--- src/rtl/renkon_linebuf_ctrl_if.sv ---
// Bundle between the layer scheduler, the feature memory and the line buffer.
// The controller sits on the slave modport; the surrounding environment drives the master side.
interface renkon_linebuf_ctrl_if #(
    parameter int LWIDTH     = 8,
    parameter int FADDRWIDTH = 16
);
    logic                  req;
    logic                  ack;
    logic [LWIDTH-1:0]     img_size;
    logic [LWIDTH-1:0]     fil_size;
    logic [LWIDTH-1:0]     pad_size;
    logic [LWIDTH-1:0]     n_in;
    logic [FADDRWIDTH-1:0] base_addr;
    logic [FADDRWIDTH-1:0] mem_addr;
    logic                  buf_req;
    logic                  buf_ack;
    logic                  buf_ready;
    logic                  buf_valid;
    logic                  win_first;
    logic                  win_last;
    logic [LWIDTH-1:0]     ch_count;
    logic                  done;

    modport master (
        output req, img_size, fil_size, pad_size, n_in, base_addr,
               buf_ack, buf_ready, buf_valid,
        input  ack, mem_addr, buf_req, win_first, win_last, ch_count, done
    );

    modport slave (
        input  req, img_size, fil_size, pad_size, n_in, base_addr,
               buf_ack, buf_ready, buf_valid,
        output ack, mem_addr, buf_req, win_first, win_last, ch_count, done
    );
endinterface

--- src/rtl/renkon_linebuf_ctrl.sv ---
// Walks one line buffer across every input channel of a conv layer, generating
// feature read addresses and first/last-channel tags for each emitted window.
//
// state  | meaning
// S_IDLE | waiting for a layer request, config latched on accept
// S_REQ  | one-cycle buf_req to the line buffer for the current channel
// S_RUN  | buffer streaming pixels in and windows out
// S_NEXT | channel finished: step to next channel or end the layer
module renkon_linebuf_ctrl #(
    parameter int MAXIMG     = 32,
    parameter int MAXCH      = 64,
    parameter int FADDRWIDTH = 16,
    parameter int LWIDTH     = 8
) (
    input  logic                  clk,
    input  logic                  rst,
    renkon_linebuf_ctrl_if.slave  bus
);
    localparam int LW2 = 2 * LWIDTH;

    if (MAXIMG >= (1 << LWIDTH)) begin : g_img_range
        $error("MAXIMG does not fit in LWIDTH");
    end
    if (MAXCH > (1 << LWIDTH)) begin : g_ch_range
        $error("MAXCH does not fit in LWIDTH");
    end

    typedef enum logic [1:0] {
        S_IDLE,
        S_REQ,
        S_RUN,
        S_NEXT
    } state_t;

    state_t                state, state_nxt;
    logic [LWIDTH-1:0]     img_r, img_nxt;
    logic [LWIDTH-1:0]     fil_r, fil_nxt;
    logic [LWIDTH-1:0]     pad_r, pad_nxt;
    logic [LWIDTH-1:0]     nin_r, nin_nxt;
    logic [LWIDTH-1:0]     ch_r, ch_nxt;
    logic [FADDRWIDTH-1:0] addr_r, addr_nxt;
    logic [LW2-1:0]        in_cnt, in_cnt_nxt;
    logic [LW2-1:0]        out_cnt, out_cnt_nxt;
    logic [LW2-1:0]        img_w, osz_w, img_sq, osz_sq;
    logic                  pix_take;
    logic                  last_ch;
    logic                  ack, buf_req, done;

    assign img_w   = LW2'(img_r);
    assign osz_w   = img_w + (LW2'(pad_r) << 1) - LW2'(fil_r) + LW2'(1);
    assign img_sq  = img_w * img_w;
    assign osz_sq  = osz_w * osz_w;
    assign last_ch = (ch_r == nin_r - LWIDTH'(1));

    // Pixels are accepted in S_REQ too, so unpadded layers lose no cycle.
    assign pix_take = bus.buf_ready && (in_cnt < img_sq) &&
                      ((state == S_REQ) || (state == S_RUN));

    always_comb begin
        state_nxt   = state;
        img_nxt     = img_r;
        fil_nxt     = fil_r;
        pad_nxt     = pad_r;
        nin_nxt     = nin_r;
        ch_nxt      = ch_r;
        addr_nxt    = addr_r;
        in_cnt_nxt  = in_cnt;
        out_cnt_nxt = out_cnt;
        ack         = 1'b0;
        buf_req     = 1'b0;
        done        = 1'b0;

        if (pix_take) begin
            in_cnt_nxt = in_cnt + LW2'(1);
            addr_nxt   = addr_r + FADDRWIDTH'(1);
        end

        case (state)
            S_IDLE: begin
                ack = 1'b1;
                if (bus.req) begin
                    img_nxt     = bus.img_size;
                    fil_nxt     = bus.fil_size;
                    pad_nxt     = bus.pad_size;
                    nin_nxt     = bus.n_in;
                    addr_nxt    = bus.base_addr;
                    ch_nxt      = '0;
                    in_cnt_nxt  = '0;
                    out_cnt_nxt = '0;
                    state_nxt   = S_REQ;
                end
            end
            S_REQ: begin
                buf_req   = 1'b1;
                state_nxt = S_RUN;
            end
            S_RUN: begin
                if (bus.buf_valid) begin
                    out_cnt_nxt = out_cnt + LW2'(1);
                end
                // Window counted first so the last valid and the ack return can coincide.
                if ((out_cnt_nxt == osz_sq) && bus.buf_ack) begin
                    state_nxt = S_NEXT;
                end
            end
            S_NEXT: begin
                if (last_ch) begin
                    done      = 1'b1;
                    state_nxt = S_IDLE;
                end else begin
                    ch_nxt      = ch_r + LWIDTH'(1);
                    in_cnt_nxt  = '0;
                    out_cnt_nxt = '0;
                    state_nxt   = S_REQ;
                end
            end
            default: state_nxt = S_IDLE;
        endcase
    end

    always_ff @(posedge clk) begin
        if (rst) begin
            state   <= S_IDLE;
            img_r   <= '0;
            fil_r   <= '0;
            pad_r   <= '0;
            nin_r   <= '0;
            ch_r    <= '0;
            addr_r  <= '0;
            in_cnt  <= '0;
            out_cnt <= '0;
        end else begin
            state   <= state_nxt;
            img_r   <= img_nxt;
            fil_r   <= fil_nxt;
            pad_r   <= pad_nxt;
            nin_r   <= nin_nxt;
            ch_r    <= ch_nxt;
            addr_r  <= addr_nxt;
            in_cnt  <= in_cnt_nxt;
            out_cnt <= out_cnt_nxt;
        end
    end

    assign bus.ack       = ack;
    assign bus.buf_req   = buf_req;
    assign bus.done      = done;
    assign bus.mem_addr  = addr_r;
    assign bus.ch_count  = ch_r;
    assign bus.win_first = (state == S_RUN) && bus.buf_valid && (ch_r == '0);
    assign bus.win_last  = (state == S_RUN) && bus.buf_valid && last_ch;
endmodule

--- src/flat_wrapper.sv ---
// flat-port wrapper written by rule: the top's interface ports become plain ports
module renkon_linebuf_ctrl_flat 
#(
    parameter int MAXIMG     = 32,
    parameter int MAXCH      = 64,
    parameter int FADDRWIDTH = 16,
    parameter int LWIDTH     = 8
)
  (clk, rst, bus_req, bus_img_size, bus_fil_size, bus_pad_size, bus_n_in, bus_base_addr, bus_buf_ack, bus_buf_ready, bus_buf_valid, bus_ack, bus_mem_addr, bus_buf_req, bus_win_first, bus_win_last, bus_ch_count, bus_done);
  renkon_linebuf_ctrl_if #(.LWIDTH(LWIDTH), .FADDRWIDTH(FADDRWIDTH)) bus_i ();
  input  logic clk;
  input  logic rst;
  input wire logic [$bits(bus_i.req)-1:0] bus_req;
  input wire logic [$bits(bus_i.img_size)-1:0] bus_img_size;
  input wire logic [$bits(bus_i.fil_size)-1:0] bus_fil_size;
  input wire logic [$bits(bus_i.pad_size)-1:0] bus_pad_size;
  input wire logic [$bits(bus_i.n_in)-1:0] bus_n_in;
  input wire logic [$bits(bus_i.base_addr)-1:0] bus_base_addr;
  input wire logic [$bits(bus_i.buf_ack)-1:0] bus_buf_ack;
  input wire logic [$bits(bus_i.buf_ready)-1:0] bus_buf_ready;
  input wire logic [$bits(bus_i.buf_valid)-1:0] bus_buf_valid;
  output wire logic [$bits(bus_i.ack)-1:0] bus_ack;
  output wire logic [$bits(bus_i.mem_addr)-1:0] bus_mem_addr;
  output wire logic [$bits(bus_i.buf_req)-1:0] bus_buf_req;
  output wire logic [$bits(bus_i.win_first)-1:0] bus_win_first;
  output wire logic [$bits(bus_i.win_last)-1:0] bus_win_last;
  output wire logic [$bits(bus_i.ch_count)-1:0] bus_ch_count;
  output wire logic [$bits(bus_i.done)-1:0] bus_done;
  assign bus_i.req = bus_req;
  assign bus_i.img_size = bus_img_size;
  assign bus_i.fil_size = bus_fil_size;
  assign bus_i.pad_size = bus_pad_size;
  assign bus_i.n_in = bus_n_in;
  assign bus_i.base_addr = bus_base_addr;
  assign bus_i.buf_ack = bus_buf_ack;
  assign bus_i.buf_ready = bus_buf_ready;
  assign bus_i.buf_valid = bus_buf_valid;
  assign bus_ack = bus_i.ack;
  assign bus_mem_addr = bus_i.mem_addr;
  assign bus_buf_req = bus_i.buf_req;
  assign bus_win_first = bus_i.win_first;
  assign bus_win_last = bus_i.win_last;
  assign bus_ch_count = bus_i.ch_count;
  assign bus_done = bus_i.done;
  renkon_linebuf_ctrl #(.MAXIMG(MAXIMG), .MAXCH(MAXCH), .FADDRWIDTH(FADDRWIDTH), .LWIDTH(LWIDTH)) u_core (.clk(clk), .rst(rst), .bus(bus_i));
endmodule
--- config.mk ---
export PLATFORM = sky130hd
export DESIGN_NAME = renkon_linebuf_ctrl_flat
export DESIGN_NICKNAME = d
export VERILOG_FILES = /design/src/rtl/renkon_linebuf_ctrl_if.sv /design/src/rtl/renkon_linebuf_ctrl.sv /design/src/flat_wrapper.sv
export SDC_FILE = /design/constraint.sdc
export NUM_CORES = 1
export LEC_CHECK = 0
export CORE_ASPECT_RATIO = 0.7
export CORE_UTILIZATION = 50
export DETAILED_ROUTE_END_ITERATION = 10
export GPL_TIMING_DRIVEN = 1
export PLACE_DENSITY_LB_ADDON = 0.05
export SLEW_MARGIN = 20
export SYNTH_ARGS = -nofsm -noshare
export SYNTH_HDL_FRONTEND = slang
export SYNTH_SLANG_ARGS = --single-unit
export TNS_END_PERCENT = 100
--- constraint.sdc ---
create_clock -name clk -period 13.7 [get_ports clk]
set_clock_uncertainty 0.05 [all_clocks]
set_input_delay 2.74 -clock clk [delete_from_list [all_inputs] [get_ports clk]]
set_output_delay 2.74 -clock clk [all_outputs]
set_load 0.05 [all_outputs]
### M3 wires

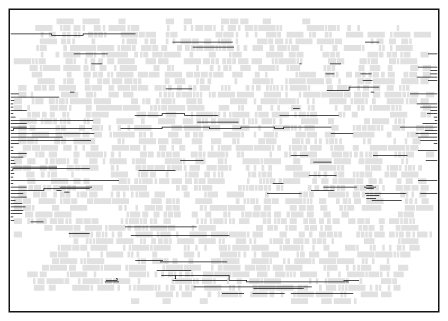
108 nets have wire on it. The wires run mostly horizontal. The layer holds 5.9% of the routed length. The layer carries 1410 um of wire.
via count: 8337
M3 GR Usage: 0.05289
Detailed Route WL: 23970 um

==> deck_impl_summary.md <==
Key Metrics from the Run

Yosys
  • Commonest flop: dfxtp_1
  • Adder-cell share of the synthesized area: 0.3324
  • Synthesized area: 10450 um2
  • Mapped Nets: 1552
  • Seq share, synth: 0.1724
  • Post-synthesis compound-gate area fraction: 0.1072
  • # Cells Yosys: 1278
  • Synth async-reset ratio: 0
  • Avg Inst Size Synth: 8.176 um2
  • Xor/xnor share: 0.1002

Worst setup path
  • Crit-path slowest cell: dfxtp_1
  • Number of cells on the critical path: 33
  • RR Startpoint: u_core.img_r[1]
  • Max incr delay on CP: 560 ps
  • Critical path endpoint: u_core.state[1]
  • Critical path type: flop to flop
  • CP top delay family: adder cells
  • Most used cell, CP: fa_1
  • Worst flop-to-flop path endpoint: u_core.state[1]

Final layout
  • Comb area share: 0.6550
  • Flop share of the area: 0.1528
  • Multi-In Gates: 943
  • Dominant class by area: combinational gates
  • Non-clock buffer count: 87
  • Synth-to-layout area growth: 12.89%
  • Fillers: 1862
  • Layout cell share with drive strength beyond 1: 0.02472
  • Diodes inserted: 0

Place
  • DP Wirelength: 18700 um
  • Dpl cell area: 11470 um2
  • Pre-CTS WS: 4670 ps

Status
  • Status: finished, final reports clean

Clock network
  • CTS resizes: 0
  • TritonCTS buffer count: 9
  • CTS Sinks: 90
  • CTS tree: yes

Detailed routing
  • Post-route ant nets: 0
  • 1st-pass router iterations: 5
  • Via density: 5.194
  • Residual DRC: 0
  • Initial drt markers: 514

Global routing
  • Met1 usage: 0.3684
  • Vias in the first global route: 7941
  • GRT Max-Usage Layer: met1

Floorplan
  • Core ar.: 20120 um2
### Clock distribution

Scale bar: 50 um.
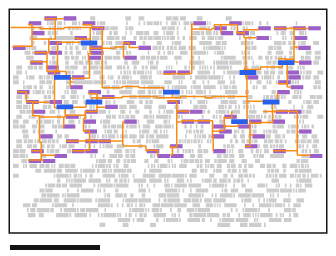
Key: flip-flops = purple [count 90]; clock-net drivers = blue [count 9]; clock wires = orange [length 1300 um]
There are 10 routed clock nets.
clk latency late pin: 350 ps

-- metal layers --
metal | vias up | wire length [um] | share of wire
met5 | - | 0 | 0
met4 | 0 | 116 | 0.0048
met3 | 12 | 1405 | 0.059
met2 | 177 | 9601 | 0.40
met1 | 3909 | 12840 | 0.54
li1 | 4239 | - | -
-- cells in the final DEF, fill, tap and decap left out, types with 9 or more instances in the layout --
| cell type | netlist | routed |
|---|---|---|
| inv_1 | 199 | 199 |
| nand2_1 | 168 | 167 |
| ha_1 | 124 | 124 |
| fa_1 | 96 | 96 |
| dfxtp_1 | 90 | 90 |
| a21oi_1 | 82 | 82 |
| clkdlybuf4s50_1 | 0 | 81 |
| nor2_1 | 76 | 76 |
| xnor2_1 | 75 | 75 |
| and2_1 | 45 | 44 |
| xor2_1 | 42 | 42 |
| and3_1 | 22 | 22 |
| o21ai_0 | 22 | 22 |
| nand4_1 | 20 | 20 |
| nand3_1 | 19 | 19 |
| nor3_1 | 18 | 18 |
| a211oi_1 | 18 | 18 |
| a21o_1 | 16 | 16 |
| o21bai_1 | 13 | 12 |
| nand2b_1 | 11 | 11 |
| or3_1 | 9 | 9 |
| clkbuf_16 | 0 | 9 |
-- Yosys cell counts, types with 39 or more instances --
library cell | count | share of area
xnor2_1 | 75 | 0.063
inv_1 | 199 | 0.071
xor2_1 | 42 | 0.035
nand2_1 | 168 | 0.060
nor2_1 | 76 | 0.027
fa_1 | 96 | 0.18
dfxtp_1 | 90 | 0.17
a21oi_1 | 82 | 0.039
and2_1 | 45 | 0.027
clkbuf_1 | 39 | 0.014
ha_1 | 124 | 0.15
-- worst min-delay path, stage by stage (launching register included) --
cell and delay (ps):
dfxtp_1 310, nand2_1 50, a21oi_1 50
